Sequential cells grouped by signal name:
Scale bar: 20 um. Other sequential cells in the stronger grey, the rest of the logic in the fainter grey.
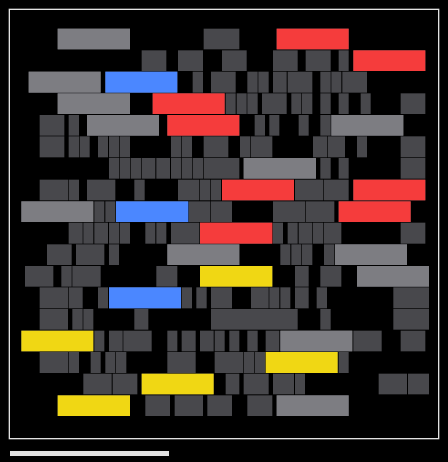
I/O pins on the die edge:
Pins as bars across the die edge, other pins in grey.
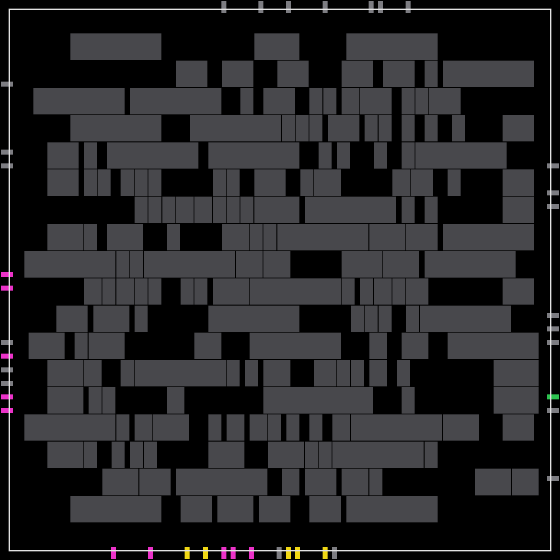
===== config.mk =====
export PLATFORM = sky130hd
export DESIGN_NAME = alu_seq_ctrl
export DESIGN_NICKNAME = d
export VERILOG_FILES = /design/src/rtl/alu_seq_ctrl.sv
export SDC_FILE = /design/constraint.sdc
export NUM_CORES = 1
export LEC_CHECK = 0
export ABC_AREA = 1
export CORE_UTILIZATION = 45
export DETAILED_ROUTE_END_ITERATION = 10
export PLACE_DENSITY_LB_ADDON = 0.15
export SLEW_MARGIN = 20
export SYNTH_ARGS = -nofsm -noshare
export SYNTH_HDL_FRONTEND = slang
export SYNTH_SLANG_ARGS = --single-unit

===== constraint.sdc =====
create_clock -name clk -period 1.5 [get_ports clk]
set_input_delay 0.15 -clock clk [delete_from_list [all_inputs] [get_ports clk]]
set_output_delay 0.15 -clock clk [all_outputs]
set_load 0.03 [all_outputs]

===== src/rtl/alu_seq_ctrl.sv =====
// alu_seq_ctrl: micro-sequencer for the 5-bit datapath (bus driver, accumulator, ALU, flag FF).
// It accepts one conditional instruction per valid/ready handshake and steps the datapath
// enables through the bus-load, execute and flag-capture cycles. Retirement is reported
// through done/skipped pulses and a wrapping retire counter.
//
// state | meaning
// IDLE  | waiting for an instruction
// BUS   | immediate driven onto the bus (enableDB)
// EXEC  | ALU result loaded into the accumulator (enableDB, enableR)
// FLAG  | flags captured (enableDB, enableFF)
// DONE  | retire pulse; can accept the next instruction in the same cycle
module alu_seq_ctrl #(
  parameter int DATA_W = 5,
  parameter int OP_W   = 3,
  parameter int CNT_W  = 8
) (
  input  logic                     clk,
  input  logic                     reset,
  input  logic                     instr_valid,
  output logic                     instr_ready,
  input  logic [2+OP_W+DATA_W-1:0] instr,
  input  logic                     flush,
  input  logic                     flag_c,
  input  logic                     flag_ze,
  output logic [OP_W-1:0]          F,
  output logic [DATA_W-1:0]        B,
  output logic                     enableDB,
  output logic                     enableR,
  output logic                     enableFF,
  output logic                     busy,
  output logic                     done,
  output logic                     skipped,
  output logic [CNT_W-1:0]         retire_cnt
);

  typedef enum logic [2:0] {
    S_IDLE = 3'd0,
    S_BUS  = 3'd1,
    S_EXEC = 3'd2,
    S_FLAG = 3'd3,
    S_DONE = 3'd4
  } state_t;

  state_t              r_state, w_state_nxt;
  logic                r_rdy_en;
  logic [OP_W-1:0]     r_op, w_op_nxt;
  logic [OP_W-1:0]     r_f, w_f_nxt;
  logic [DATA_W-1:0]   r_b, w_b_nxt;
  logic                r_en_db, w_en_db_nxt;
  logic                r_en_r, w_en_r_nxt;
  logic                r_en_ff, w_en_ff_nxt;
  logic                r_busy, w_busy_nxt;
  logic                r_done, w_done_nxt;
  logic                r_skip, w_skip_nxt;
  logic [CNT_W-1:0]    r_cnt, w_cnt_nxt;

  logic [1:0]          w_cond;
  logic [OP_W-1:0]     w_op_in;
  logic [DATA_W-1:0]   w_imm_in;
  logic                w_cond_ok;
  logic                w_accept;

  assign w_cond   = instr[2+OP_W+DATA_W-1 -: 2];
  assign w_op_in  = instr[OP_W+DATA_W-1 -: OP_W];
  assign w_imm_in = instr[DATA_W-1:0];

  // ready is held low until the first edge after reset so nothing is accepted mid-release
  assign instr_ready = r_rdy_en & ~flush & ((r_state == S_IDLE) | (r_state == S_DONE));
  assign w_accept    = instr_valid & instr_ready;

  // condition code evaluated on the flags present at the accept edge
  always_comb begin
    w_cond_ok = 1'b1;
    case (w_cond)
      2'b00:   w_cond_ok = 1'b1;
      2'b01:   w_cond_ok = flag_ze;
      2'b10:   w_cond_ok = flag_c;
      default: w_cond_ok = ~flag_ze;
    endcase
  end

  // next state and next registered outputs; F/B hold unless a step drives them
  always_comb begin
    w_state_nxt = r_state;
    w_op_nxt    = r_op;
    w_f_nxt     = r_f;
    w_b_nxt     = r_b;
    w_en_db_nxt = 1'b0;
    w_en_r_nxt  = 1'b0;
    w_en_ff_nxt = 1'b0;
    w_busy_nxt  = 1'b0;
    w_done_nxt  = 1'b0;
    w_skip_nxt  = 1'b0;
    w_cnt_nxt   = r_cnt;

    if (flush) begin
      w_state_nxt = S_IDLE;
    end else begin
      case (r_state)
        S_BUS: begin
          w_state_nxt = S_EXEC;
          w_en_db_nxt = 1'b1;
          w_en_r_nxt  = 1'b1;
          w_busy_nxt  = 1'b1;
          w_f_nxt     = r_op;
        end
        S_EXEC: begin
          w_state_nxt = S_FLAG;
          w_en_db_nxt = 1'b1;
          w_en_ff_nxt = 1'b1;
          w_busy_nxt  = 1'b1;
          w_f_nxt     = r_op;
        end
        S_FLAG: begin
          w_state_nxt = S_DONE;
          w_done_nxt  = 1'b1;
          w_cnt_nxt   = r_cnt + CNT_W'(1);
        end
        default: begin
          // IDLE and DONE share the accept path
          if (w_accept) begin
            w_op_nxt = w_op_in;
            if (w_cond_ok) begin
              w_state_nxt = S_BUS;
              w_en_db_nxt = 1'b1;
              w_busy_nxt  = 1'b1;
              w_b_nxt     = w_imm_in;
            end else begin
              w_state_nxt = S_DONE;
              w_done_nxt  = 1'b1;
              w_skip_nxt  = 1'b1;
            end
          end else begin
            w_state_nxt = S_IDLE;
          end
        end
      endcase
    end
  end

  // state and output registers
  always_ff @(posedge clk or negedge reset) begin
    if (!reset) begin
      r_state  <= S_IDLE;
      r_rdy_en <= 1'b0;
      r_op     <= '0;
      r_f      <= '0;
      r_b      <= '0;
      r_en_db  <= 1'b0;
      r_en_r   <= 1'b0;
      r_en_ff  <= 1'b0;
      r_busy   <= 1'b0;
      r_done   <= 1'b0;
      r_skip   <= 1'b0;
      r_cnt    <= '0;
    end else begin
      r_state  <= w_state_nxt;
      r_rdy_en <= 1'b1;
      r_op     <= w_op_nxt;
      r_f      <= w_f_nxt;
      r_b      <= w_b_nxt;
      r_en_db  <= w_en_db_nxt;
      r_en_r   <= w_en_r_nxt;
      r_en_ff  <= w_en_ff_nxt;
      r_busy   <= w_busy_nxt;
      r_done   <= w_done_nxt;
      r_skip   <= w_skip_nxt;
      r_cnt    <= w_cnt_nxt;
    end
  end

  assign F          = r_f;
  assign B          = r_b;
  assign enableDB   = r_en_db;
  assign enableR    = r_en_r;
  assign enableFF   = r_en_ff;
  assign busy       = r_busy;
  assign done       = r_done;
  assign skipped    = r_skip;
  assign retire_cnt = r_cnt;

endmodule


==> run summary <==
yosys + openroad results -> Iter 0 DRT Violations=12, share of layout cells above drive strength 1=0.0824, CP endpoint=retire_cnt[0], clk sinks=28, Crit. path cell count=1, CP arrival=1220 ps, Slowest-stage cell, CP=dfrtp_1, Yosys Instances=138, Die Ht=54.0 um, Pins Over Slew Limit=0, Tool Warnings=26, Reg power frac=0.456, placed standard-cell area=0.00164 mm^2, Tmin final=1370 ps, RSZ-0062 raised after global routing=no, placer congestion estimate=0.749, synthesized cell area=0.00122 mm^2, mean post-synth cell area=8.81 um^2, Final Instance Area=0.00168 mm^2, maximum fanout along the worst path=5, clock-pin slew on the worst setup and hold paths=160 ps, core area=0.00252 mm^2, Setup Skew=17.4 ps, run status=complete, no violations, area leader, netlist=dfrtp_1
Back to the opening pictures, 'sequential cells grouped by signal name':
legend:
  r_op:
    colour: blue
    flops: 3
  retire_cnt:
    colour: red
    flops: 8
  B:
    colour: yellow
    flops: 5

Back to the opening pictures, 'I/O pins on the die edge':
legend:
  B:
    colour: yellow
    pins: 5
    direction: output
    edge: south
  busy:
    colour: green
    pins: 1
    direction: output
    edge: east
  instr:
    colour: magenta
    pins: 10
    direction: input
    edge: 5 south, 5 west
all pins by edge: 12 south, 11 west, 9 east, 7 north

==> area by class of cell <==
class,count,area (um^2)
fill,217,843
sequential,28,701
multi-input combinational,90,429
timing repair buffer,42,392
inverter,18,67.6
tap,30,37.5
clock inverter,1,30.0
clock buffer,3,22.5
==> cell usage after synthesis <==
cell / number
nor2_2: 1
o21ai_0: 3
nand3_2: 3
a21oi_1: 2
nand3_1: 8
o21ai_1: 2
nand4_1: 1
nor2_4: 1
nor2_1: 7
dfrtp_1: 28
xnor2_1: 4
buf_4: 1
inv_2: 1
nand3b_1: 1
nand2_1: 52
nor4_1: 1
nor3_1: 1
ha_1: 1
inv_1: 17
xor2_1: 1
conb_1: 1
buf_6: 1
==> registers in the layout (all words and copies together), names as in the netlist <==
register,count
done,1
B,5
r_state,3
enableR,1
skipped,1
busy,1
r_op,3
retire_cnt,8
r_rdy_en,1
F,3
enableFF,1
==> cells by family (layout without fill, tap and decap cells) <==
kind of cell | count (synthesis) | count (layout) | synth area share
and+or+nand+nor | 76 | 76 | 0.275
buffers and inverters | 20 | 64 | 0.0710
other | 1 | 1 | 0.00308
adders and majority gates | 1 | 1 | 0.0103
xor gates and xnor gates | 5 | 5 | 0.0360
AOI/OAI and AO/OA | 7 | 7 | 0.0288
DFF | 28 | 28 | 0.576
==> routing by layer <==
metal  wire (um)  vias to the layer above  GRT usage  share of wire
li1            -                      510          -              -
met1        1110                      487      0.246           0.43
met2        1370                       28      0.368           0.53
met3          94                        2     0.0311          0.036
met4          15                        0     0.0256         0.0058
met5           0                        -          0              0
==> timing repair <==
item                                    in CTS  in global routing
hold buffers                                 0                  0
endpoints found under the setup margin      20                  3
endpoints found under the hold margin        0                  0
resized                                     19                  3
==> power by group through the flow <==
stage                     Combinational (uW)  Sequential [uW]  Clock (uW)
final                                    705             1000         495
after global routing                     765             1030         535
after CTS                                715             1010         502
after detailed placement                 795             1020           0
after global placement                   773             1020           0
after floorplan                          199             1240           0
==> cells in the final DEF, fill, tap and decap left out, drive strengths merged <==
master,n
buf,5
dlygate4sd2,19
nand3,11
conb,1
dfrtp,28
nand3b,1
o21ai,5
dlymetal6s2s,3
nor2,9
clkbuf,3
nor3,1
nand2,52
bufinv,1
xnor2,4
inv,18
nor4,1
ha,1
clkdlybuf4s50,15
xor2,1
a21oi,2
nand4,1
==> worst min-delay path by stage <==
stage | startpoint | to | cells past startpoint
after floorplan | reset | B[0] | 0
after global placement | r_state[2] | enableFF | 1
after detailed placement | r_state[2] | enableFF | 1
after CTS | reset | retire_cnt[4] | 2
after global routing | reset | retire_cnt[3] | 2
final | reset | retire_cnt[4] | 2
==> stage by stage <==
stage / power, uW / setup WS, ps / hold WS [ps] / instances / utilization
after CTS: 2220 / 4.19 / 186 / 212 / 0.663
after global placement: 1790 / 173 / 427 / 208 / 0.651
final: 2200 / 131 / 171 / 212 / 0.666
after detailed placement: 1820 / 149 / 439 / 208 / 0.651
after global routing: 2330 / 66.2 / 228 / 212 / 0.666
after floorplan: 1440 / 212 / -146 / 138 / -
Power figures rest on the tool's default switching activity, not on a simulated workload.
